### config.mk
export PLATFORM = sky130hd
export DESIGN_NAME = bingo_board_writer_flat
export DESIGN_NICKNAME = d
export VERILOG_FILES = /design/src/rtl/bingo_board_writer_if.sv /design/src/rtl/bingo_board_writer.sv /design/src/flat_wrapper.sv
export SDC_FILE = /design/constraint.sdc
export NUM_CORES = 1
export LEC_CHECK = 0
export CAP_MARGIN = 20
export CORE_ASPECT_RATIO = 1.5
export CORE_UTILIZATION = 58
export DETAILED_ROUTE_END_ITERATION = 8
export HOLD_SLACK_MARGIN = 0.08
export PLACE_DENSITY = 0.81
export SLEW_MARGIN = 20
export SYNTH_ARGS = -nofsm -noshare
export SYNTH_HDL_FRONTEND = slang
export SYNTH_SLANG_ARGS = --single-unit
### constraint.sdc
create_clock -name clk_25MHz -period 8.7 [get_ports clk_25MHz]
set_input_delay 2.61 -clock clk_25MHz [delete_from_list [all_inputs] [get_ports clk_25MHz]]
set_output_delay 2.61 -clock clk_25MHz [all_outputs]
set_load 0.005 [all_outputs]
### src/rtl/bingo_board_writer_if.sv
// Mark-request channel between the game controller (master) and the board writer (slave).
interface bingo_board_writer_if;
  logic       mark_valid;
  logic [4:0] mark_num;
  logic       mark_ready;
  logic       mark_hit;
  logic       mark_miss;

  modport master (
    output mark_valid,
    output mark_num,
    input  mark_ready,
    input  mark_hit,
    input  mark_miss
  );

  modport slave (
    input  mark_valid,
    input  mark_num,
    output mark_ready,
    output mark_hit,
    output mark_miss
  );
endinterface

### src/rtl/bingo_board_writer.sv
// Builds a shuffled 5x5 bingo board, clears called numbers and tracks completed lines.
module bingo_board_writer #(
  parameter logic [15:0] LFSR_SEED = 16'hACE1,
  parameter int unsigned WIN_LINES = 5
) (
  input  logic                       clk_25MHz,
  input  logic                       all_rst,
  input  logic                       start,
  bingo_board_writer_if.slave        req,
  output logic [124:0]               map,
  output logic                       busy,
  output logic                       board_ready,
  output logic [3:0]                 lines,
  output logic                       bingo
);

  typedef enum logic [2:0] {StIdle, StInit, StShuffle, StReady, StSearch} state_e;

  state_e      state_q;
  logic [15:0] lfsr_q;
  logic [4:0]  idx_q;
  logic [4:0]  num_q;
  logic [4:0]  cells_q [25];
  logic        br_q;
  logic        hit_q;
  logic        miss_q;
  logic [3:0]  lines_q;
  logic        bingo_q;

  logic [4:0]  rnd;
  logic [24:0] zero;
  logic        start_take;
  logic        keep_lines;
  int unsigned line_n;

  assign rnd        = lfsr_q[4:0];
  assign start_take = start && (state_q == StIdle || state_q == StReady);
  // A rebuild clears board_ready on this edge, so lines must already read 0 after it.
  assign keep_lines = br_q && !start_take;

  for (genvar c = 0; c < 25; c++) begin : g_cell
    assign zero[c]       = (cells_q[c] == 5'd0);
    assign map[5*c +: 5] = cells_q[c];
  end

  always_comb begin
    line_n = 0;
    for (int j = 0; j < 5; j++) begin
      if (zero[5*j +: 5] == 5'h1f) line_n = line_n + 1;
      if ({zero[j], zero[j+5], zero[j+10], zero[j+15], zero[j+20]} == 5'h1f) line_n = line_n + 1;
    end
    if ({zero[0], zero[6], zero[12], zero[18], zero[24]} == 5'h1f) line_n = line_n + 1;
    if ({zero[4], zero[8], zero[12], zero[16], zero[20]} == 5'h1f) line_n = line_n + 1;
  end

  always_ff @(posedge clk_25MHz) begin
    if (!all_rst) begin
      state_q <= StIdle;
      lfsr_q  <= LFSR_SEED;
      idx_q   <= '0;
      num_q   <= '0;
      br_q    <= 1'b0;
      hit_q   <= 1'b0;
      miss_q  <= 1'b0;
      lines_q <= '0;
      bingo_q <= 1'b0;
      for (int c = 0; c < 25; c++) cells_q[c] <= '0;
    end else begin
      lfsr_q  <= {1'b0, lfsr_q[15:1]} ^ (lfsr_q[0] ? 16'hB400 : 16'h0000);
      hit_q   <= 1'b0;
      miss_q  <= 1'b0;
      lines_q <= keep_lines ? 4'(line_n) : 4'd0;
      bingo_q <= keep_lines && (line_n >= WIN_LINES);
      case (state_q)
        StIdle: begin
          if (start) begin
            state_q <= StInit;
            idx_q   <= '0;
            br_q    <= 1'b0;
          end
        end
        StInit: begin
          cells_q[idx_q] <= idx_q + 5'd1;
          if (idx_q == 5'd24) begin
            state_q <= StShuffle;
          end else begin
            idx_q <= idx_q + 5'd1;
          end
        end
        StShuffle: begin
          // Out-of-range draws are retried on the next LFSR value, keeping the shuffle unbiased.
          if (rnd <= idx_q) begin
            cells_q[idx_q] <= cells_q[rnd];
            cells_q[rnd]   <= cells_q[idx_q];
            if (idx_q == 5'd1) begin
              state_q <= StReady;
              br_q    <= 1'b1;
            end else begin
              idx_q <= idx_q - 5'd1;
            end
          end
        end
        StReady: begin
          if (start) begin
            state_q <= StInit;
            idx_q   <= '0;
            br_q    <= 1'b0;
          end else if (req.mark_valid) begin
            num_q   <= req.mark_num;
            idx_q   <= '0;
            state_q <= StSearch;
          end
        end
        StSearch: begin
          if (num_q == 5'd0 || num_q > 5'd25 || idx_q == 5'd25) begin
            miss_q  <= 1'b1;
            state_q <= StReady;
          end else if (cells_q[idx_q] == num_q) begin
            cells_q[idx_q] <= '0;
            hit_q          <= 1'b1;
            state_q        <= StReady;
          end else begin
            idx_q <= idx_q + 5'd1;
          end
        end
        default: state_q <= StIdle;
      endcase
    end
  end

  assign req.mark_ready = (state_q == StReady);
  assign req.mark_hit   = hit_q;
  assign req.mark_miss  = miss_q;
  assign busy           = (state_q == StInit) || (state_q == StShuffle) || (state_q == StSearch);
  assign board_ready    = br_q;
  assign lines          = lines_q;
  assign bingo          = bingo_q;

endmodule

### src/flat_wrapper.sv
// flat-port wrapper written by rule: the top's interface ports become plain ports
module bingo_board_writer_flat 
#(
  parameter logic [15:0] LFSR_SEED = 16'hACE1,
  parameter int unsigned WIN_LINES = 5
)
  (clk_25MHz, all_rst, start, map, busy, board_ready, lines, bingo, req_mark_valid, req_mark_num, req_mark_ready, req_mark_hit, req_mark_miss);
  bingo_board_writer_if req_i ();
  input  logic clk_25MHz;
  input  logic all_rst;
  input  logic start;
  output logic [124:0] map;
  output logic busy;
  output logic board_ready;
  output logic [3:0] lines;
  output logic bingo;
  input wire logic [$bits(req_i.mark_valid)-1:0] req_mark_valid;
  input wire logic [$bits(req_i.mark_num)-1:0] req_mark_num;
  output wire logic [$bits(req_i.mark_ready)-1:0] req_mark_ready;
  output wire logic [$bits(req_i.mark_hit)-1:0] req_mark_hit;
  output wire logic [$bits(req_i.mark_miss)-1:0] req_mark_miss;
  assign req_i.mark_valid = req_mark_valid;
  assign req_i.mark_num = req_mark_num;
  assign req_mark_ready = req_i.mark_ready;
  assign req_mark_hit = req_i.mark_hit;
  assign req_mark_miss = req_i.mark_miss;
  bingo_board_writer #(.LFSR_SEED(LFSR_SEED), .WIN_LINES(WIN_LINES)) u_core (.clk_25MHz(clk_25MHz), .all_rst(all_rst), .start(start), .req(req_i), .map(map), .busy(busy), .board_ready(board_ready), .lines(lines), .bingo(bingo));
endmodule
==> summary.txt <==
Cell with the largest stage delay on the worst path = sky130_fd_sc_hd__or4_4
VDD IR max = 0.295 mV
Switching share of total power = 39.4%
Number of cells on the worst hold path = 1
Die Size = 24200 sq um
Vias/cell = 7.11
Fp_density = 59.3%
Kind of cell adding the most delay to the critical path = adder cells
Number of global-route vias before repair = 11300
Pin count of the biggest net entering global routing = 50
Post-synthesis sequential area ratio = 41.3%
Global placer's final weighted congestion = 0.993
Worst flop-to-flop path endpoint = u_core.bingo
Top-level port count = 144
Clk latency late pin = 0.53 ns
DR WL/cell = 28.9 um
Hold Crit Endpoint = u_core.lfsr_q[5]
Area Growth Syn to Fin = 17.9%
Cell at the root of the clock tree = sky130_fd_sc_hd__clkbuf_16
Die Width = 127 um
Launching element type of the critical path = flip-flop
Final Power = 3.60 mW
Total power divided by cell area = 223 nW/um^2
OpenROAD warning count = 31
R2R Setup Slk = 0.31 ns
Slowest cell delay on critical path = 0.59 ns
Sink Count = 202
Antenna violations before repair = 2
Remaining max-slew budget at the tightest pin = 32.5%
Post-synth top area cell = sky130_fd_sc_hd__edfxtp_1
Number of flops mapped to enable cells by yosys = 160
Data required time at the worst endpoint = 9.12 ns
Run status = completed
Start point of the worst hold path = u_core.lfsr_q[6]
Most common cell after layout, fill and taps aside = sky130_fd_sc_hd__edfxtp_1
Syn Std Cell Area = 13700 sq um
Top cells excl fill/tap = sky130_fd_sc_hd__edfxtp_1, sky130_fd_sc_hd__clkdlybuf4s50_1, sky130_fd_sc_hd__nand2_1
Seq cells post-synth = 202
Number of buffers inserted during clock tree synthesis = 21
Part of the power in combinational logic = 39.7%
Leakage component of the power = 5.31 nW
Final worst-path cycle share = 96.4%
[metrics by stage]
step | TNS [ns] | worst slack [ns] | cell area, sq um
2_1_floorplan | 0 | 0.908 | 13700
3_3_place_gp | 0 | 0.512 | 15300
3_5_place_dp | 0 | 0.179 | 15300
4_1_cts | 0 | 0.147 | 16000
5_1_grt | -0.0369 | -0.0369 | 16100
6_report | 0 | 0.311 | 16100
[power groups by stage]
stage                     sequential, mW  clock [mW]  combinational (mW)
after floorplan                     1.18           0               0.874
after global placement              1.26           0                1.33
after detailed placement            1.26           0                1.35
after CTS                           1.24       0.923                1.36
after global routing                1.25       0.959                1.46
final                               1.24       0.926                1.43
[layout make-up]
cell class / instances / area share, %
antenna: 1 / 0.0155
inverter: 19 / 0.442
timing repair buffer: 173 / 10.3
clock buffer: 28 / 3.66
tap: 315 / 2.44
multi-input combinational: 898 / 47.5
clock inverter: 10 / 0.660
sequential: 202 / 35.0
[kinds of logic (layout without fill, tap and decap cells)]
kind of cell	Yosys count	count (layout)	synth area share (%)
simple gates	455	455	17.0
mux	207	207	24.5
flops	202	202	41.3
compound gates	178	178	8.62
buf+inv	120	230	3.74
xor+xnor	37	37	2.99
fa+ha+maj	21	21	1.92
other cells	0	1	0
[how the worst max path moves through the flow]
stage,end,slack (ns),cells after the start
finish,u_core.bingo,0.31,36
global route,u_core.bingo,-0.04,36
CTS,u_core.bingo,0.15,36
detailed placement,u_core.bingo,0.18,36
global placement,u_core.bingo,0.51,36
floorplan,u_core.bingo,0.91,36
[cells in the mapped netlist, drive strengths merged, types with 18 or more instances]
cell and count:
ha 21, or4 26, nand2 118, buf 36, nor2 95, o21ai 74, and2 19, xnor2 26
inv 18, edfxtp 160, nor3 18, dfxtp 42, clkbuf 65, nand3 79, o211ai 19, mux2i 103
mux4 100
[sequential cells by signal (all words and copies together), names as in the netlist, named ones only]
| name | flops |
|---|---|
| u_core.board_ready | 1 |
| u_core.num_q | 5 |
| u_core.idx_q | 5 |
| u_core.req.mark_hit | 1 |
| u_core.cells_q | 160 |
| u_core.lines | 4 |
| u_core.req.mark_miss | 1 |
| u_core.bingo | 1 |
| u_core.lfsr_q | 16 |
| u_core.state_q | 3 |
[routing by layer]
layer	wire length, um	GRT usage (%)
met1	14200	43.5
met2	23300	66.9
met3	5810	10.7
met4	4220	28.7
met5	86	1.89
[timing repair]
| item | CTS | global route |
|---|---|---|
| setup buffers | 0 | 9 |
| gates resized | 0 | 15 |
| setup endpoints to repair | 0 | 4 |
==> images/layer_met1.png <==
Drawn at 2 px/um. Supply wires on this layer in gray. Cells faint in the background.
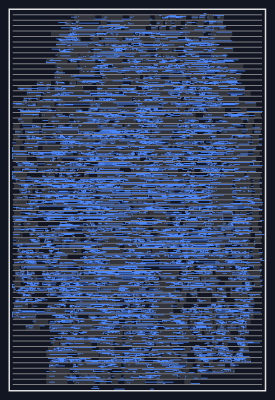
main direction	horizontal
wire length on this layer	14200 um
nets with wire on the layer	1244
longest straight run	46.5 um
global routing met1 resource utilization: 43.5%
routed via count: 11700

==> images/layer_met2.png <==
Drawn at 2 px/um.
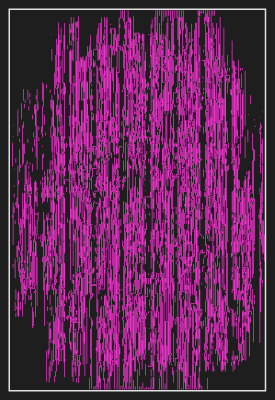
wire length on this layer	23.3 mm
longest straight run	77.3 um
main direction	vertical
nets with wire on the layer	1196
final wirelength: 47600 um
met2 global-route usage: 66.9%

==> images/layer_met3.png <==
Drawn at 3 px/um. Cells faint in the background.
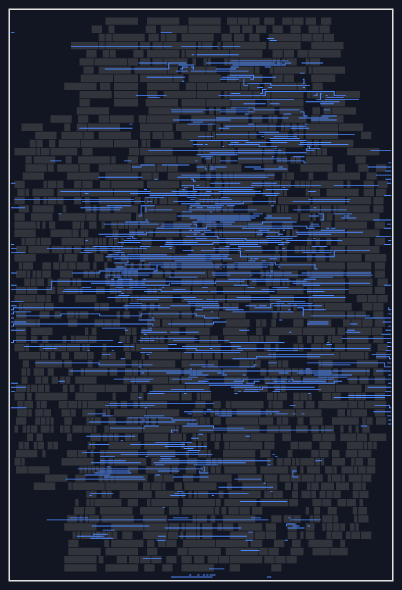
main direction	horizontal
longest straight run	99.8 um
wire length on this layer	5810 um
share of all routed wire	12%

==> images/layer_met4.png <==
Drawn at 2 px/um. Supply wires on this layer in gray. Cells faint in the background.
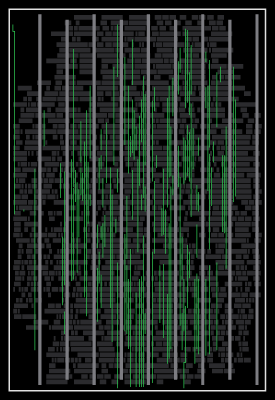
main direction	vertical
share of all routed wire	8.9%
wire length on this layer	4220 um

==> images/congestion.png <==
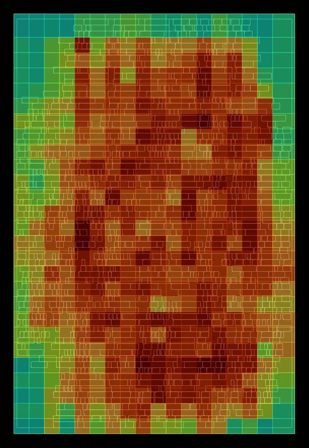
met3 track utilization from global routing: 10.7%
total track usage: 40.0%

Power and IR drop assume default switching activity.
